**config.mk**
```make
export PLATFORM = sky130hd
export DESIGN_NAME = iccm_boot_loader_flat
export DESIGN_NICKNAME = d
export VERILOG_FILES = /design/src/rtl/iccm_boot_loader_if.sv /design/src/rtl/iccm_boot_loader.sv /design/src/flat_wrapper.sv
export SDC_FILE = /design/constraint.sdc
export NUM_CORES = 1
export LEC_CHECK = 0
export ABC_AREA = 0
export CORE_ASPECT_RATIO = 1.75
export CORE_MARGIN = 4
export CORE_UTILIZATION = 24
export DETAILED_ROUTE_END_ITERATION = 16
export PLACE_DENSITY = 0.48
export SLEW_MARGIN = 25
export SYNTH_ARGS = -nofsm -noshare
export SYNTH_HDL_FRONTEND = slang
export SYNTH_SLANG_ARGS = --single-unit
```
**constraint.sdc**
```tcl
create_clock -name clk_i -period 2.25 [get_ports clk_i]
set_input_delay 0.3375 -clock clk_i [delete_from_list [all_inputs] [get_ports clk_i]]
set_output_delay 0.3375 -clock clk_i [all_outputs]
set_load 0.02 [all_outputs]
```
**src/rtl/iccm_boot_loader_if.sv**
```systemverilog
// Byte-receiver input and ICCM write / status output bundle for iccm_boot_loader.
// slave = the loader, master = the byte source / memory / reset manager side.
interface iccm_boot_loader_if #(
    parameter int ADDR_W = 12
);
    logic              rx_dv_i;
    logic [7:0]        rx_byte_i;
    logic              we_o;
    logic [ADDR_W-1:0] addr_o;
    logic [31:0]       wdata_o;
    logic              busy_o;
    logic              done_o;
    logic              err_o;
    logic [1:0]        err_code_o;

    modport slave (
        input  rx_dv_i, rx_byte_i,
        output we_o, addr_o, wdata_o,
        output busy_o, done_o, err_o, err_code_o
    );

    modport master (
        output rx_dv_i, rx_byte_i,
        input  we_o, addr_o, wdata_o,
        input  busy_o, done_o, err_o, err_code_o
    );
endinterface

```
**src/rtl/iccm_boot_loader.sv**
```systemverilog
// Framed boot-image loader: A5, LEN16, LEN little-endian words -> ICCM writes.
// Optional trailing checksum byte enabled by BOOT_LOADER_CHKSUM_EN.
module iccm_boot_loader #(
    parameter int          ADDR_W      = 12,
    parameter logic [23:0] TIMEOUT_CYC = 24'd2_000_000
) (
    input logic clk_i,
    input logic rst_ni,
    iccm_boot_loader_if.slave bus
);
    localparam int CW = ADDR_W + 1;
    localparam logic [CW-1:0] ONE = 1;
    localparam logic [16:0] MAX_LEN = 17'(32'd1 << ADDR_W);
    localparam logic [7:0] SYNC = 8'hA5;

    typedef enum logic [2:0] {
        S_IDLE,
        S_LEN_LO,
        S_LEN_HI,
        S_DATA,
`ifdef BOOT_LOADER_CHKSUM_EN
        S_CHK,
`endif
        S_ERR
    } state_t;

    state_t          state_q;
    logic [CW-1:0]   word_q;
    logic [CW-1:0]   len_q;
    logic [7:0]      len_lo_q;
    logic [1:0]      lane_q;
    logic [7:0]      b0_q, b1_q, b2_q;
    logic [23:0]     tmo_q;
    logic            done_pend_q;
    logic            we_q, busy_q, done_q, err_q;
    logic [ADDR_W-1:0] addr_q;
    logic [31:0]     wdata_q;
    logic [1:0]      code_q;
`ifdef BOOT_LOADER_CHKSUM_EN
    logic [7:0]      acc_q;
`endif

    logic [7:0]    rx_b;
    logic          rx_v;
    logic [15:0]   len_in;
    logic          len_bad;
    logic [CW-1:0] word_nxt;
    logic          active;
    logic          tmo_hit;

    assign rx_b     = bus.rx_byte_i;
    assign rx_v     = bus.rx_dv_i;
    assign len_in   = {rx_b, len_lo_q};
    assign len_bad  = (len_in == 16'd0) || ({1'b0, len_in} > MAX_LEN);
    assign word_nxt = word_q + ONE;
    assign active   = (state_q != S_IDLE) && (state_q != S_ERR);
    assign tmo_hit  = active && !rx_v && (tmo_q == TIMEOUT_CYC - 24'd1);

    assign bus.we_o       = we_q;
    assign bus.addr_o     = addr_q;
    assign bus.wdata_o    = wdata_q;
    assign bus.busy_o     = busy_q;
    assign bus.done_o     = done_q;
    assign bus.err_o      = err_q;
    assign bus.err_code_o = code_q;

    // Frame FSM: parse bytes, assemble words, emit write/done/error strobes.
    always_ff @(posedge clk_i) begin
        if (!rst_ni) begin
            state_q     <= S_IDLE;
            word_q      <= '0;
            len_q       <= '0;
            len_lo_q    <= '0;
            lane_q      <= '0;
            b0_q        <= '0;
            b1_q        <= '0;
            b2_q        <= '0;
            tmo_q       <= '0;
            done_pend_q <= 1'b0;
            we_q        <= 1'b0;
            busy_q      <= 1'b0;
            done_q      <= 1'b0;
            err_q       <= 1'b0;
            addr_q      <= '0;
            wdata_q     <= '0;
            code_q      <= 2'd0;
`ifdef BOOT_LOADER_CHKSUM_EN
            acc_q       <= '0;
`endif
        end else begin
            we_q        <= 1'b0;
            done_q      <= 1'b0;
            done_pend_q <= 1'b0;

            // The final write has just been strobed; finish the frame.
            if (done_pend_q) begin
                done_q <= 1'b1;
                busy_q <= 1'b0;
            end

            if (rx_v || !active) begin
                tmo_q <= '0;
            end else if (tmo_q != TIMEOUT_CYC) begin
                tmo_q <= tmo_q + 24'd1;
            end

            if (rx_v) begin
`ifdef BOOT_LOADER_CHKSUM_EN
                if (state_q == S_LEN_LO || state_q == S_LEN_HI ||
                    state_q == S_DATA) begin
                    acc_q <= acc_q + rx_b;
                end
`endif
                unique case (state_q)
                    S_IDLE, S_ERR: begin
                        if (rx_b == SYNC) begin
                            state_q <= S_LEN_LO;
                            err_q   <= 1'b0;
                            code_q  <= 2'd0;
                            word_q  <= '0;
                            lane_q  <= '0;
                            busy_q  <= 1'b1;
`ifdef BOOT_LOADER_CHKSUM_EN
                            acc_q   <= '0;
`endif
                        end
                    end
                    S_LEN_LO: begin
                        len_lo_q <= rx_b;
                        state_q  <= S_LEN_HI;
                    end
                    S_LEN_HI: begin
                        if (len_bad) begin
                            state_q <= S_ERR;
                            err_q   <= 1'b1;
                            code_q  <= 2'd1;
                            busy_q  <= 1'b0;
                        end else begin
                            len_q   <= len_in[CW-1:0];
                            state_q <= S_DATA;
                        end
                    end
                    S_DATA: begin
                        lane_q <= lane_q + 2'd1;
                        unique case (lane_q)
                            2'd0: b0_q <= rx_b;
                            2'd1: b1_q <= rx_b;
                            2'd2: b2_q <= rx_b;
                            default: begin
                                we_q    <= 1'b1;
                                addr_q  <= word_q[ADDR_W-1:0];
                                wdata_q <= {rx_b, b2_q, b1_q, b0_q};
                                word_q  <= word_nxt;
                                if (word_nxt == len_q) begin
`ifdef BOOT_LOADER_CHKSUM_EN
                                    state_q <= S_CHK;
`else
                                    state_q     <= S_IDLE;
                                    done_pend_q <= 1'b1;
`endif
                                end
                            end
                        endcase
                    end
`ifdef BOOT_LOADER_CHKSUM_EN
                    S_CHK: begin
                        busy_q <= 1'b0;
                        if (acc_q + rx_b == 8'd0) begin
                            state_q <= S_IDLE;
                            done_q  <= 1'b1;
                        end else begin
                            state_q <= S_ERR;
                            err_q   <= 1'b1;
                            code_q  <= 2'd3;
                        end
                    end
`endif
                    default: ;
                endcase
            end else if (tmo_hit) begin
                state_q <= S_ERR;
                err_q   <= 1'b1;
                code_q  <= 2'd2;
                busy_q  <= 1'b0;
            end
        end
    end
endmodule

```
**src/flat_wrapper.sv**
```systemverilog
// flat-port wrapper written by rule: the top's interface ports become plain ports
module iccm_boot_loader_flat 
#(
    parameter int          ADDR_W      = 12,
    parameter logic [23:0] TIMEOUT_CYC = 24'd2_000_000
)
  (clk_i, rst_ni, bus_rx_dv_i, bus_rx_byte_i, bus_we_o, bus_addr_o, bus_wdata_o, bus_busy_o, bus_done_o, bus_err_o, bus_err_code_o);
  iccm_boot_loader_if #(.ADDR_W(ADDR_W)) bus_i ();
  input logic clk_i;
  input logic rst_ni;
  input wire logic [$bits(bus_i.rx_dv_i)-1:0] bus_rx_dv_i;
  input wire logic [$bits(bus_i.rx_byte_i)-1:0] bus_rx_byte_i;
  output wire logic [$bits(bus_i.we_o)-1:0] bus_we_o;
  output wire logic [$bits(bus_i.addr_o)-1:0] bus_addr_o;
  output wire logic [$bits(bus_i.wdata_o)-1:0] bus_wdata_o;
  output wire logic [$bits(bus_i.busy_o)-1:0] bus_busy_o;
  output wire logic [$bits(bus_i.done_o)-1:0] bus_done_o;
  output wire logic [$bits(bus_i.err_o)-1:0] bus_err_o;
  output wire logic [$bits(bus_i.err_code_o)-1:0] bus_err_code_o;
  assign bus_i.rx_dv_i = bus_rx_dv_i;
  assign bus_i.rx_byte_i = bus_rx_byte_i;
  assign bus_we_o = bus_i.we_o;
  assign bus_addr_o = bus_i.addr_o;
  assign bus_wdata_o = bus_i.wdata_o;
  assign bus_busy_o = bus_i.busy_o;
  assign bus_done_o = bus_i.done_o;
  assign bus_err_o = bus_i.err_o;
  assign bus_err_code_o = bus_i.err_code_o;
  iccm_boot_loader #(.ADDR_W(ADDR_W), .TIMEOUT_CYC(TIMEOUT_CYC)) u_core (.clk_i(clk_i), .rst_ni(rst_ni), .bus(bus_i));
endmodule
```
==> CHANGELOG.md, run 1 <==
### Physical design

- Hold endpoint: u_core.bus.wdata_o[29]
- Seq/total area: about a third
- Final setup TNS: 0 ps
- Instance count on the critical path: 7
- Met3 routed WL: just under 500 um
- Slew headroom: a little under three fifths
- Max reg flops: 32
- CTS Buffer Depth: 2
- Async SR Flop Fraction: 0%
- Clock share of power: between 50% and 60%
- Fill cells: 2805
- Area of the core: approximately 0.025 mm^2
- Min-Delay Path Class: in -> reg
- Routability cong.: about 0.76
- Floorplan Nets: ~750
- R2R Path Start: u_core.word_q[1]
- Post-DP HPWL: 12.3 mm
- Xor/xnor share: about 5.3%
- Ant. Diodes: 0
- Layout non-clock buf frac: 13.4%
- Fin nets: approximately 830
- Post-DP Area: roughly 0.0074 mm^2
- Crit path capture type: flop
- Most frequent logic cell in the layout: nand2_1
- Routed wl met2: 8.79 mm
- Int Pwr: about 4.3 mW
- Seq pwr: roughly 2.4 mW
- Die area: 0.0287 mm^2
- Cell Count, Final, Fillers Out: 1144
- Yosys synthesis chip area: just over 0.006 mm^2
- Placed insts: between 1000 and 1500
- Crit Path Max Fanout: 4
- Leading cell kind: logic gates
- Reg2reg end: u_core.state_q[0]
- Reg2reg setup slack: about 18 ps
- Hold Fails Final Rpt: 0
- Worst reg2reg path depth: 7
- Multi-input gates: around 530
- Cell row count: 77
- Slack of the critical path: roughly 18 ps
- Pin count of the biggest net entering global routing: 40
- GR Util met3: 3.31%
- CTS tree: built
- Post-CTS setup buffer count: 0
- Crit share post-route: between 90% and 100%
- Critical Path AT: between 2000 and 3000 ps
- # Taps: roughly 320
- Mux frac, synth: roughly 2.4%
- Top pwr grp: the clock network
- Layout Area Growth over Synthesis: 29.8%
- First-pass GRT wire length: 27.6 mm
- TritonRoute pass-1 iters: 4
- Beginning of the worst hold path: rst_ni
- Overall die width: 130 um
- Cts hold-fix bufs: 0
- Ao+oa area frac: 15.1%
- Synth Cell Area: ~0.0062 mm^2
- Most frequent cell after synthesis: nand2_1
- Vias in the first global route: ~5200
- Logic area: 0.00321 mm^2
- Status: complete, no violations
- Input/output buffers: around 60
- Clock group total power: between 2 and 3 mW
- Worst path cell trace: ha_4, nand3_4, xnor2_1, or4_1, a211o_1, o31ai_4, mux2i_1
- Top-level I/O count: between 60 and 70
- Yosys stat cell total: 733
- Commonest flop: dfxtp_1
- RSZ-0062 raised after global routing: true
- Gr ovfl total: 0
- Seq share, synth: about 44%
- GR met2 Demand/Resource: about a fifth
- Fin. max-slew vios: 0
- DRC: 0
- Wl on met1: 7.29 mm
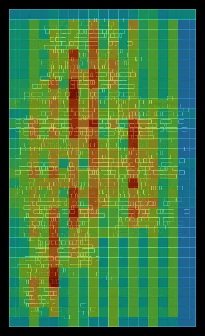
*Routing congestion map, run 1*
GR Util All Layers: 12.2%
met1 Use GR: 13.9%
GRT busiest layer: met2

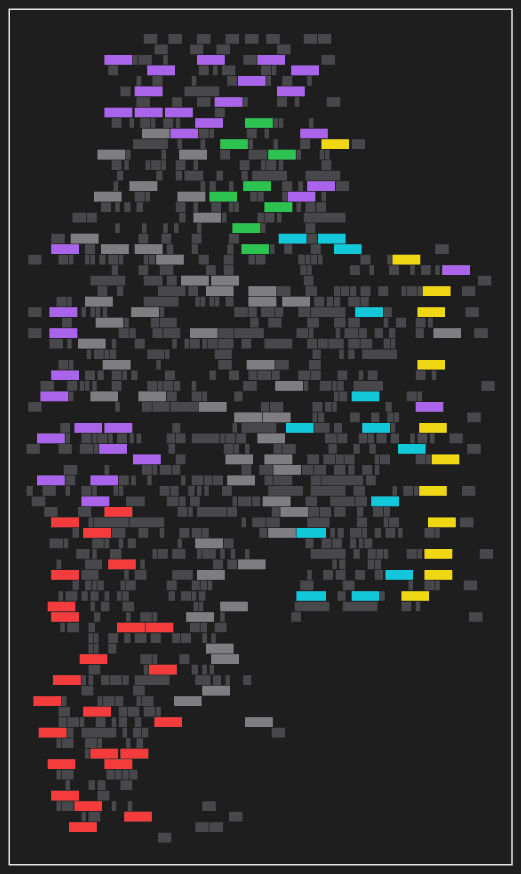
*Register map, names as in the netlist, run 1*
Other sequential cells in the stronger gray, the rest of the logic in the fainter gray.
[u_core.bus.addr_o] yellow | placed flops: 12 | where: middle right
[u_core.word_q] cyan | placed flops: 13
[u_core.b0_q] green | placed flops: 8 | where: top center
[u_core.bus.wdata_o] purple | placed flops: 32
[u_core.tmo_q] red | placed flops: 24 | where: lower left
Finished Core Util: 31.8%
FF+latch area: 0.00277 mm^2

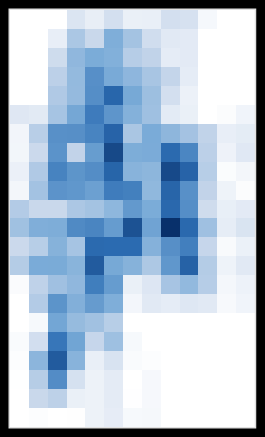
*Wire density map, run 1*
13 x 22 tiles, from white (low) to dark blue (high), scaled to the fullest tile. Values are wire area over tile area, all layers added.
emptiest ninth of the die: lower right
tiles over half the peak: 20%
densest ninth of the die: center
mean over tiles: 0.091
fullest tile: 0.34
nearly empty tiles: 25%
routed via count: 5156
WL/cell: 14.8 um
Routed WL: 17.0 mm

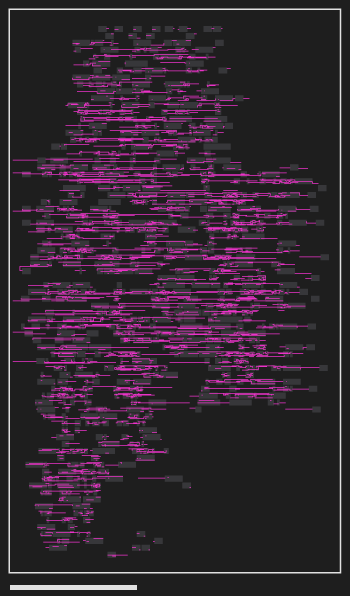
*M1 wires, run 1*
The bar under the picture is 50 um long. Cells faint in the background.
longest straight run: 40.0 um
wire length on this layer: 7290 um
main direction: horizontal

==> run 2, diff against run 1 <==
- CORE_UTILIZATION: 24 -> 51
- GPL_ROUTABILITY_DRIVEN: default -> 0
- PLACE_DENSITY: 0.48 -> 0.81
==> CHANGELOG.md, run 2 <==
### Physical design

- Fin Hold WS: 306 ps
- TritonCTS buffer count: 17
- Yosys stat cell total: 733
- Final Setup Violations: 1
- GRT busiest layer: met2
- Seq share, synth: 44.4%
- Xor/xnor share: roughly 5.3%
- Buf/Inv on CP: 0
- Mux frac, synth: about 2.4%
- Max Used Layer: met4
- Worst Setup EP: u_core.state_q[0]
- Seq/total area: a little over a third
- P_sw: approximately 1.1 mW
- CTS tree: built
- Multi-input gates: about 530
- Max_cap viols: 0
- Leading cell kind: logic gates
- Top-area cell share: between 40% and 50%
- ANT nets after route: 0
- Place WS: -333 ps
- Crit Path Max Fanout: 4
- Instance count on the critical path: 7
- Overall die width: ~90 um
- Logic area: about 0.0032 mm^2
- RSZ-0062 raised after global routing: true
- Ao+oa area frac: between 15 and 20%
- Commonest flop: dfxtp_1
- Clock buf count: 23
- Die area: roughly 0.014 mm^2
- Hold endpoint: u_core.b0_q[0]
- Routed wl met2: 8.03 mm
- Post-DP Area: about 0.0071 mm^2
- Final setup TNS: -43.9 ps
- Beginning of the worst hold path: rst_ni
- TritonRoute pass-1 iters: 6
- First-pass GRT wire length: 25.3 mm
- Fill cells: ~980
- Layout cells sized above 1: around an eighth
- Kind of critical path: reg -> reg
- Layout Area Growth over Synthesis: 24.0%
- Crit path capture type: flop
- Flip-flops with a built-in enable: 0
- DRC: 0
- Pin count of the biggest net entering global routing: 60
- Clk latency late pin: between 400 and 500 ps
- Input/output buffers: 60
- Total power after layout: around 5 mW
- Area of the core: around 0.012 mm^2
- Largest area contributor in the netlist: dfxtp_1
- FP Util: approximately 52%
- Layout non-clock buf frac: 12.0%
- Max reg flops: 32
- Floorplan Nets: 751
- Reg2reg end: u_core.state_q[0]
- Clock share of power: around 50%
- Synth Cell Area: between 0.006 and 0.007 mm^2
- Clock network share of area: under 10%
- Combinational share of power: under 10%
- Critical Path AT: 2630 ps
- Status: complete, but fails checks
- Gr ovfl total: 0
- Combinational group power: roughly 130 uW
- Depth of the worst hold-timing path: 2
- Worst reg2reg path depth: 7
- Top Layout Cells: 166 x nand2_1, 133 x dfxtp_1, 80 x a21boi_0, 59 x clkdlybuf4s50_1, 44 x buf_4
- Wl on met1: 5.79 mm
- Cell row count: between 50 and 60
- Seq pwr: around 2.4 mW
- Slew headroom: around three fifths
- Number of vias per cell: 5.61
- Cts hold-fix bufs: 0
- Vias in the first global route: around 5400
- Placed insts: 948
- Leakage dissipation: 2.65 nW
- Hold Fails Final Rpt: 0
- CTS Buffer Depth: 2
- Unique cell types: roughly 60
- Ant. Diodes: 0
- Reg power frac: 47.8%
- Switching power share of the total: between 20% and 30%
- Top-level I/O count: around 61
- DRT iter0 DRCs: 224
- Ys Warns: 0
- FF+latch area: between 0.002 and 0.003 mm^2
- Met3 routed WL: 666 um
- Fin. max-slew vios: 0
- Post-CTS setup buffer count: 0
- Top cells, area: dfxtp_1 44%, nand2_1 10%, a21boi_0 9.7%, nand3_1 2.9%, xor2_1 2.8%
- Chip height: around 150 um
- Clock group total power: 2.54 mW
- Top logic family: simple AND/OR/NAND/NOR gates
- # Taps: around 170
- Worst vdd ir: around 0.63 mV
- Cell count after synthesis: around 730
- Worst clock skew: roughly 6.5 ps
- Most frequent logic cell in the layout: nand2_1
- Inverters: 9
- H-tree depth: 4
- Fin nets: 821
- Top pwr grp: the clock network
- Reg2reg setup slack: -40 ps
- Multi-input combinational area share: approximately 42%
- Slowest cell on crit path: or4_4
- PD cells: between 600 and 700 mW/mm^2
- Simple Share, Synth: a little over a quarter
- Top cells by count: 167 x nand2_1, 138 x dfxtp_1, 80 x a21boi_0
- Min-Delay Path Class: in -> reg
- Worst path cell trace: ha_4, nand3_4, xnor2_1, or4_4, a211o_1, o31ai_4, mux2i_1
- Crit path DRT: approximately 2600 ps
- Critical Path Source: u_core.word_q[1]
- Slack of the critical path: -43.9 ps
- Worst Max-Slew Pin Slew: 591 ps
- Async SR Flop Fraction: 0%
- Cell Count, Final, Fillers Out: 980
- R2R Path Start: u_core.word_q[1]
- Most frequent cell after synthesis: nand2_1
- Finished Core Util: around 64%
- CTS Sinks: around 140
- Syn Area/Cell: 8.49 um^2
- Int Pwr: around 4.1 mW
- Crit share post-route: 102%
- Kind of cell adding the most delay to the critical path: AND-OR/OR-AND gates
- Failing checks: setup timing
- Tool Warnings: 31
- Non-clock buffer count: ~100
- Yosys synthesis chip area: approximately 0.0062 mm^2
- Adder-Cell Fraction of Synth Area: ~1.4%
- Post-DP HPWL: around 11 mm
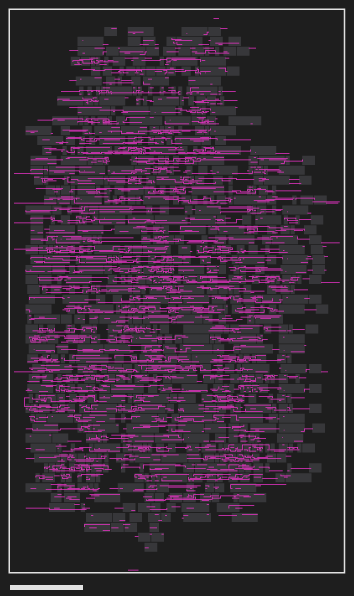
*M1 wires, run 2*
The bar under the picture is 20 um long. Cells faint in the background.
longest straight run: 23.0 um
share of all routed wire: 38%
wire length on this layer: 5790 um
nets with wire on the layer: 763
main direction: horizontal
routed via count: 5498
met1 Use GR: 22.2%
Routed WL: 15.3 mm

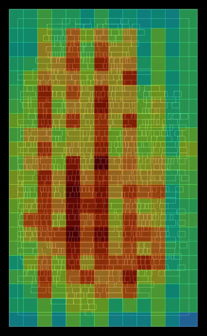
*Routing congestion map, run 2*
GR Util met3: 5.19%
GR met2 Demand/Resource: 40.4%

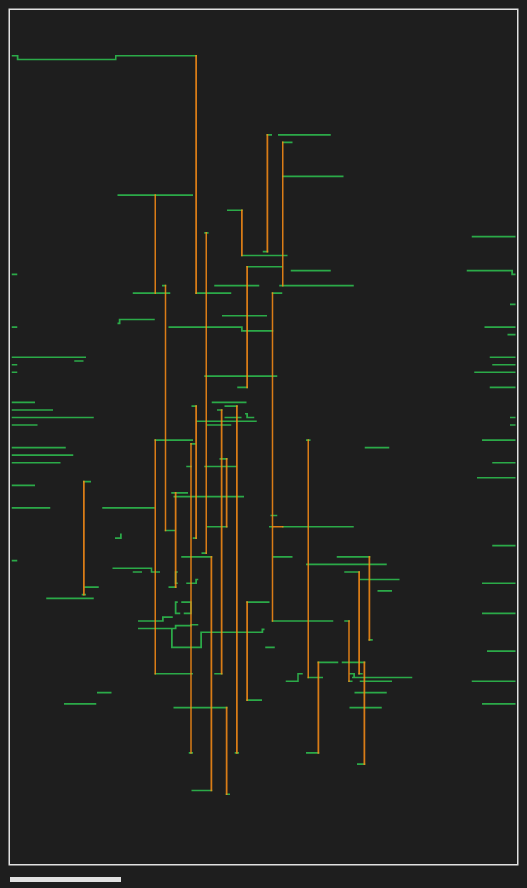
*Routed metal, one color a layer, run 2*
The bar under the picture is 20 um long. Only two layers are drawn.
[M3] green | wire length: 667 um
[M4] orange | wire length: 779 um
GR Util All Layers: 22.1%
WL/cell: 15.6 um

==> run 3, diff against run 2 <==
- TNS_END_PERCENT: default -> 5
==> CHANGELOG.md, run 3 <==
### Physical design

- Status: complete, but fails checks
- Failing checks: setup timing
- Beginning of the worst hold path: rst_ni
- ANT nets after route: 0
- Wl on met1: about 5.6 mm
- Final Setup Violations: 1
- Die area: between 0.01 and 0.015 mm^2
- Routed via count: approximately 5400
- FP Util: about 52%
- Place WS: -333 ps
- First-pass GRT wire length: ~25 mm
- Int Pwr: between 4 and 5 mW
- Min-Delay Path Class: in -> reg
- Worst path cell trace: ha_4, nand3_4, xnor2_1, or4_4, a211o_1, o31ai_4, mux2i_1
- Critical Path AT: between 2000 and 3000 ps
- Final setup TNS: -49.6 ps
- Clk latency late pin: just over 400 ps
- Commonest flop: dfxtp_1
- Top logic family: simple AND/OR/NAND/NOR gates
- Top cells, area: dfxtp_1 44%, nand2_1 10%, a21boi_0 9.7%, nand3_1 2.9%, xor2_1 2.8%
- Unique cell types: 59
- # Taps: 165
- CTS tree: built
- Crit path DRT: 2590 ps
- Slowest cell on crit path: or4_4
- Crit path capture type: flop
- Worst vdd ir: 0.632 mV
- Layout non-clock buf frac: 12.0%
- Routed wl met2: roughly 8.0 mm
- Ao+oa area frac: approximately 15%
- DRC: 0
- Cell row count: between 50 and 60
- Met3 routed WL: 740 um
- Chip height: about 150 um
- Non-clock buffer count: 104
- Fin nets: 820
- Layout cells sized above 1: 11.7%
- Floorplan Nets: about 750
- Worst clock skew: between 6 and 7 ps
- Vias in the first global route: approximately 5400
- Fin Hold WS: about 300 ps
- Clock network share of area: under 10%
- Top-area cell share: between 40 and 50%
- Xor/xnor share: 5.35%
- Total power after layout: just over 5 mW
- Largest area contributor in the netlist: dfxtp_1
- Max reg flops: 32
- Multi-input gates: approximately 530
- Adder-Cell Fraction of Synth Area: under 10%
- TritonRoute pass-1 iters: 5
- Critical Path Source: u_core.word_q[1]
- Instance count on the critical path: 7
- Cts hold-fix bufs: 0
- Cell Count, Final, Fillers Out: between 900 and 1000
- Number of vias per cell: about 5.6
- GR met2 Demand/Resource: between 40% and 50%
- RSZ-0062 raised after global routing: true
- Post-DP Area: just over 0.007 mm^2
- Placed insts: between 900 and 1000
- DRT iter0 DRCs: 200
- Fmax: 435 MHz
- Clock share of power: 49.7%
- Async SR Flop Fraction: 0%
- Top-level I/O count: around 61
- Multi-input combinational area share: between 40% and 50%
- CTS Sinks: ~140
- Depth of the worst hold-timing path: 2
- Top cells by count: 167 x nand2_1, 138 x dfxtp_1, 80 x a21boi_0
- Leading cell kind: logic gates
- Most frequent logic cell in the layout: nand2_1
- Input/output buffers: ~60
- Slack of the critical path: -49.6 ps
- Yosys synthesis chip area: about 0.0062 mm^2
- Slew headroom: a little under 70%
- Routed WL: around 15 mm
- Fill cells: around 1000
- H-tree depth: 4
- Yosys stat cell total: between 700 and 800
- Reg2reg end: u_core.state_q[0]
- Crit share post-route: 102%
- Seq share, synth: between 40% and 50%
- Leakage dissipation: 2.65 nW
- Ys Warns: 0
- Top pwr grp: the clock network
- Buf/Inv on CP: 0
- Clock buf count: 23
- Flip-flops with a built-in enable: 0
- Layout Area Growth over Synthesis: 23.6%
- Most frequent cell after synthesis: nand2_1
- Max Used Layer: met4
- GRT busiest layer: met2
- PD cells: approximately 660 mW/mm^2
- Combinational share of power: 2.4%
- Overall die width: just over 90 um
- TritonCTS buffer count: 17
- Worst reg2reg path depth: 7
- Combinational group power: between 100 and 150 uW
- FF+latch area: approximately 0.0028 mm^2
- Area of the core: ~0.012 mm^2
- Reg2reg setup slack: -50 ps
- Inverters: 9
- Post-CTS setup buffer count: 0
- WL/cell: between 15 and 20 um
- Kind of cell adding the most delay to the critical path: AND-OR/OR-AND gates
- Top Layout Cells: 166 x nand2_1, 133 x dfxtp_1, 80 x a21boi_0, 59 x clkdlybuf4s50_1, 44 x buf_4
- Hold endpoint: u_core.b0_q[0]
- Max_cap viols: 0
- Logic area: between 0.003 and 0.004 mm^2
- Seq pwr: around 2.4 mW
- Tool Warnings: 31
- Worst Setup EP: u_core.state_q[0]
- CTS Buffer Depth: 2
- Pin count of the biggest net entering global routing: roughly 60
- Switching power share of the total: 20.4%
- Clock group total power: roughly 2.5 mW
- R2R Path Start: u_core.word_q[1]
- Simple Share, Synth: between 20% and 30%
- Synth Cell Area: about 0.0062 mm^2
- Cell count after synthesis: 733
- Reg power frac: 47.9%
- Crit Path Max Fanout: 4
- Mux frac, synth: 2.41%
- Kind of critical path: reg -> reg
- Fin. max-slew vios: 0
- Ant. Diodes: 0
- GR Util All Layers: 22.1%
- Worst Max-Slew Pin Slew: ~470 ps
- Syn Area/Cell: roughly 8.5 um^2
- GR Util met3: under 10%
- Hold Fails Final Rpt: 0
- P_sw: approximately 1.0 mW
- Seq/total area: between 30 and 40%
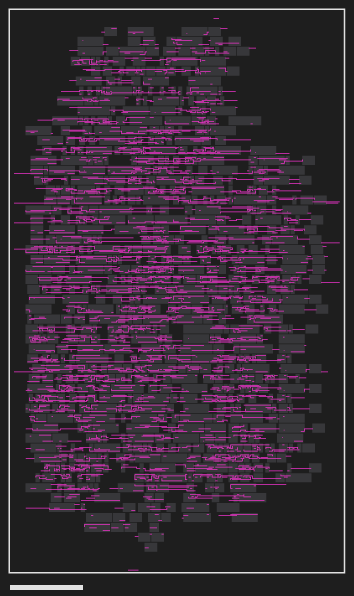
*M1 wires, run 3*
The bar under the picture is 20 um long. Cells faint in the background.
share of all routed wire: 38%
main direction: horizontal
longest straight run: 23.0 um

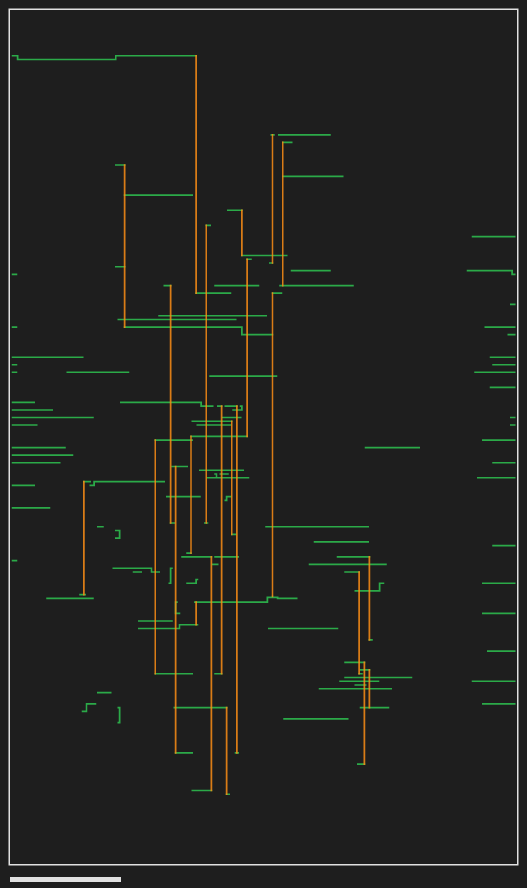
*Routed metal, one color a layer, run 3*
The bar under the picture is 20 um long. Only two layers are drawn.
[M4] orange | wire length: 699 um
[M3] green | wire length: 741 um

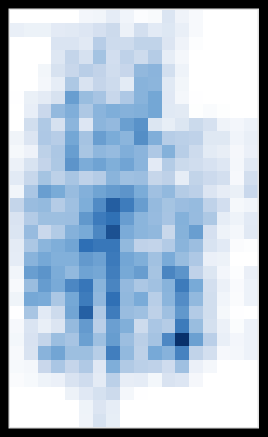
*Wire density map, run 3*
18 x 31 tiles, from white (low) to dark blue (high), scaled to the fullest tile. Values are wire area over tile area, all layers added.
densest ninth of the die: center
tiles over half the peak: 13%
nearly empty tiles: 20%
fullest tile: 0.72
mean over tiles: 0.17
emptiest ninth of the die: upper right

Power and IR drop assume default switching activity.
